$ cat src/rtl/ifu_multicycle.sv
// rtl/ifu_multicycle.sv - multi-cycle instruction fetch unit with loader port
// Holds pc and a word-addressed instruction memory; fetch and pc update run off a phase counter.
module ifu_multicycle #(
  parameter int          IMEM_DEPTH   = 32,
  parameter int          PHASES       = 6,
  parameter int          FETCH_PHASE  = 1,
  parameter int          UPDATE_PHASE = 5,
  parameter logic [31:0] RESET_PC     = 32'h0,
  parameter int          PW           = 3,
  parameter int          AW           = $clog2(IMEM_DEPTH)
) (
  input  logic          clk,
  input  logic          reset,
  input  logic          stall,
  input  logic          pc_w,
  input  logic          pc_a,
  input  logic          b_succ,
  input  logic [31:0]   wd,
  input  logic          ld_en,
  input  logic [AW-1:0] ld_addr,
  input  logic [31:0]   ld_data,
  output logic [31:0]   od,
  output logic [31:0]   pc,
  output logic          od_valid,
  output logic [PW-1:0] phase,
  output logic          fault
);

  localparam logic [PW-1:0] LAST_P   = PW'(PHASES - 1);
  localparam logic [PW-1:0] FETCH_P  = PW'(FETCH_PHASE);
  localparam logic [PW-1:0] UPDATE_P = PW'(UPDATE_PHASE);

  logic [31:0]   mem_q [IMEM_DEPTH];
  logic [31:0]   pc_q, pc_d;
  logic [31:0]   od_q, od_d;
  logic          od_valid_q, od_valid_d;
  logic [PW-1:0] phase_q, phase_d;
  logic          fault_q, fault_d;
  logic          pc_in_range;
  logic [31:0]   fetch_word;

  // Loader writes are independent of reset and stall so memory can be filled while the core is held.
  always_ff @(posedge clk) begin
    if (ld_en) begin
      mem_q[ld_addr] <= ld_data;
    end
  end

  assign pc_in_range = (pc_q[31:AW+2] == '0);
  assign fetch_word  = mem_q[pc_q[AW+1:2]];

  always_comb begin
    phase_d    = phase_q;
    pc_d       = pc_q;
    od_d       = od_q;
    od_valid_d = od_valid_q;
    fault_d    = fault_q;
    if (!stall) begin
      phase_d = (phase_q == LAST_P) ? '0 : phase_q + 1'b1;
      if (phase_q == FETCH_P) begin
        od_valid_d = 1'b1;
        if (pc_in_range) begin
          od_d = fetch_word;
        end else begin
          od_d    = 32'h0;
          fault_d = 1'b1;
        end
      end
      if (phase_q == UPDATE_P) begin
        od_valid_d = 1'b0;
        if (pc_w) begin
          pc_d = {wd[31:2], 2'b00};
        end else if (pc_a && b_succ) begin
          pc_d = pc_q + 32'd4 + {wd[29:0], 2'b00};
        end else begin
          pc_d = pc_q + 32'd4;
        end
      end
    end
  end

  always_ff @(posedge clk) begin
    if (reset) begin
      pc_q       <= RESET_PC;
      od_q       <= 32'h0;
      od_valid_q <= 1'b0;
      phase_q    <= '0;
      fault_q    <= 1'b0;
    end else begin
      pc_q       <= pc_d;
      od_q       <= od_d;
      od_valid_q <= od_valid_d;
      phase_q    <= phase_d;
      fault_q    <= fault_d;
    end
  end

  assign pc       = pc_q;
  assign od       = od_q;
  assign od_valid = od_valid_q;
  assign phase    = phase_q;
  assign fault    = fault_q;

endmodule

$ cat config.mk
export PLATFORM = sky130hd
export DESIGN_NAME = ifu_multicycle
export DESIGN_NICKNAME = d
export VERILOG_FILES = /design/src/rtl/ifu_multicycle.sv
export SDC_FILE = /design/constraint.sdc
export NUM_CORES = 1
export LEC_CHECK = 0
export ABC_AREA = 1
export CORE_MARGIN = 10
export CORE_UTILIZATION = 45
export CTS_BUF_LIST = sky130_fd_sc_hd__clkbuf_16
export DETAILED_ROUTE_END_ITERATION = 7
export PLACE_DENSITY = 0.61
export SETUP_SLACK_MARGIN = 0.15
export SLEW_MARGIN = 5
export SYNTH_ARGS = -nofsm -noshare
export SYNTH_HDL_FRONTEND = slang
export SYNTH_SLANG_ARGS = --single-unit
$ cat constraint.sdc
create_clock -name clk -period 3.98 [get_ports clk]
set_input_delay 0.398 -clock clk [delete_from_list [all_inputs] [get_ports clk]]
set_output_delay 0.398 -clock clk [all_outputs]
set_load 0.1 [all_outputs]
==> impl_report.txt <==
=== SYNTHESIS / PLACE & ROUTE SUMMARY ===
----------------------------------------------------
[Floorplan]
  Floorplan die width ........................ 341 um
  Fraction of the core area occupied by cells at floorplan ........................ 45.5%
  Height of the chip ........................ 341 um

[Clock tree]
  Setup Fix Bufs, Post-CTS ........................ 0
  TritonCTS clock tree ........................ built
  Number of clock sinks ........................ 1096
  Clock slew at reported path FFs ........................ 0.06 ns
  CTS root buffer ........................ sky130_fd_sc_hd__clkbuf_16
  Hold buffer count at cts ........................ 0

[Power and ir drop]
  Maximum vdd drop ........................ 0.392 mV
  Static power due to leakage ........................ 17.7 nW
  Register share of total power ........................ 54.5%
  Internal power contribution ........................ 18.3 mW
  Total design power ........................ 23.5 mW
  Net switching fraction of the power ........................ 22.0%
  Power share of the clock group ........................ 41.3%

[Global routing]
  Remaining global-route overflow ........................ 0
  Met1 routing resource usage after global routing ........................ 32.1%

[Drt]
  Total met2 wirelength after detailed routing ........................ 63600 um
  First-pass iteration count of the detailed router ........................ 5
  Final ANT Viol Nets ........................ 0
  Length of routed wiring on met1 ........................ 58400 um
  Via-per-instance ratio ........................ 5.77

[STA]
  Total negative setup slack ........................ 0 ns
  Highest clock frequency the design can meet ........................ 296 MHz
  Fin Hold WS ........................ 0.0442 ns
  Final Hold Vio Count ........................ 0
  Cycle use final ........................ 84.9%

[Synth]
  Total cells reported by yosys after synthesis ........................ 4013
  Distinct cell type count of the synthesized netlist ........................ 46
  Leading cell type by number of instances after synthesis ........................ sky130_fd_sc_hd__edfxtp_1
  Largest type area fraction ........................ 66.3%
  Share of synthesized registers carrying an async set or reset ........................ 0%
  Yosys warns ........................ 0
  Share of the yosys chip area belonging to registers ........................ 69.4%

[Job]
  Count of warning messages emitted by the tools ........................ 44
  Maximum Capacitance Violations ........................ 0

[Critical path]
  R2R Path Start ........................ pc[2]
  CP startpoint ........................ pc[2]
  Delay of the slowest cell on the worst path ........................ 0.46 ns
  Category of the critical setup timing path ........................ reg2reg
  Family with the most delay on the worst path ........................ simple AND/OR/NAND/NOR gates
  Critical path buffers and inverters ........................ 0
  End of the worst register-to-register path ........................ pc[26]
  Worst R2R Setup Slack ........................ 0.60 ns

[Placed design]
  Post-detail-place hpwl ........................ 74500 um
  Weighted congestion at the end of routability-driven global placement ........................ 0.898

[Min path]
  Hold path cells ........................ 2
  Capture endpoint of the worst hold path ........................ fault

[Finish]
  Post-Layout Cell Count ........................ 5576
  Sequential cell area ........................ 32200 um2

[Outcome]
  Result of the run ........................ finished, final reports clean

----------------------------------------------------
## cell usage in the layout (no fill, tap or decap), drive strengths merged, types with 2 or more instances in the layout
cell type,synthesis,final
nor2,868,868
clkbuf,130,113
nand3,292,292
and2,3,3
dfxtp,72,72
clkinvlp,0,3
clkdlybuf4s50,0,141
nor3,7,7
o21bai,5,5
nor4,2,2
conb,1,2
clkinv,2,54
o22ai,26,26
nor3b,3,3
buf,114,94
nand3b,9,9
xor2,18,18
o221ai,41,41
a21oi,66,66
edfxtp,1024,1024
ha,37,37
a211oi,3,3
o21ai,545,545
nand4,9,9
inv,130,163
bufinv,0,3
nand2,370,370
a21o,3,3
a31o,2,2
or2,7,7
o211ai,218,218
xnor2,2,2
## final cells by class
| class | instances | area share (%) |
|---|---|---|
| Timing Repair Buffer | 235 | 4.47 |
| Clock buffer | 113 | 5.35 |
| Sequential cell | 1096 | 60.9 |
| Inverter | 132 | 0.985 |
| Clock inverter | 91 | 1.04 |
| Tap cell | 1368 | 3.24 |
| Multi-Input combinational cell | 2541 | 24.0 |
## cells by family after synthesis
kind of cell	count (synthesis)	share of synthesized area (%)
and+or+nand+nor	1570	13.8
DFF	1096	69.4
AOI/OAI and AO/OA	911	11.5
buffers and inverters	377	3.83
adders and majority gates	38	1.04
xor gates and xnor gates	20	0.394
other	1	0.00808
## flip-flops by register name, summed over array words and instances, names as in the netlist, named ones only
register	count
mem_q	1024
fault	1
od_valid	1
phase	3
od	32
pc	30
## power by group through the flow
stage	combinational (mW)	sequential, mW	clock, mW
global placement	0.979	13.0	0
detailed placement	0.985	13.0	0
global route	1.06	12.8	10.3
CTS	0.988	12.8	9.84
floorplan	0.367	13.2	0
finish	0.988	12.8	9.70
==> images/placement_by_type.png <==
Fill, decap, tap and diode cells in gray.
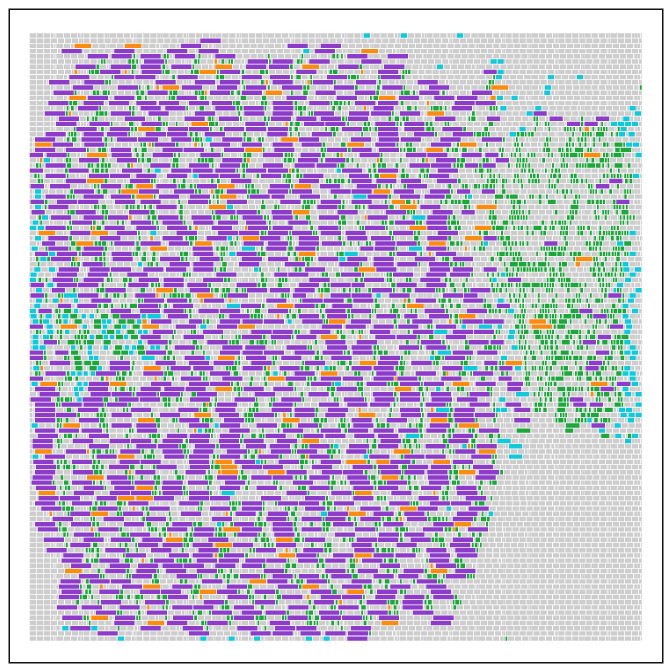
- other buffers and delay cells: cyan (cells 235)
- clock drivers and dummy loads: orange (cells 204)
- flops: purple (cells 1096)
- combinational and other logic: green (cells 2673)
fraction of area in registers: 60.9%
area inside the core boundary: 102000 um2
Final Core Density: 51.8%
final design instance area without fill: 52900 um2
number of rows created at floorplan: 117

==> images/metal_density.png <==
The bar under the picture is 100 um long. 34 x 34 tiles, from dark blue (low) to red (high), scaled to the fullest tile. Values are wire area over tile area, all layers added.
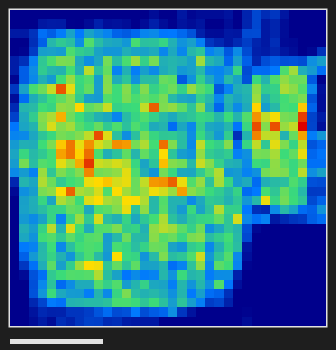
- emptiest ninth of the die: south-east
- fullest tile: 0.56
- nearly empty tiles: 16%
- mean over tiles: 0.19
- tiles over half the peak: 26%
total routed wirelength: 137000 um
average wire per cell in the routed design: 24.5 um
vias after detailed routing: 32.2k
global routing usage summed across all routing layers: 22.9%

==> images/layer_met3.png <==
The bar under the picture is 100 um long.
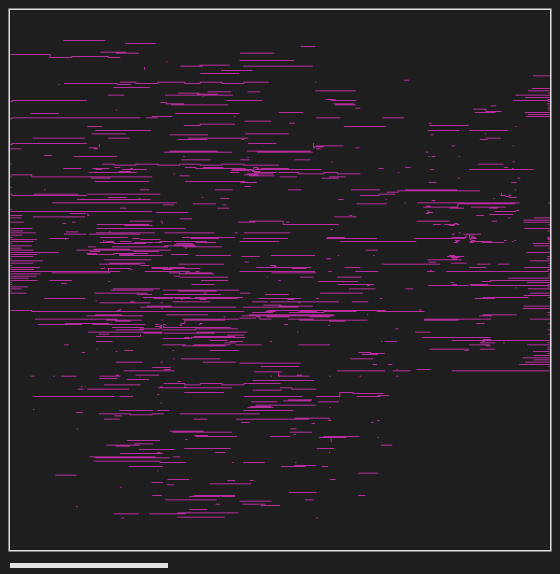
- wire length on this layer: 11200 um
- nets with wire on the layer: 338
- main direction: horizontal
global-route met3 utilization: 4.33%

Power and IR drop assume default switching activity.
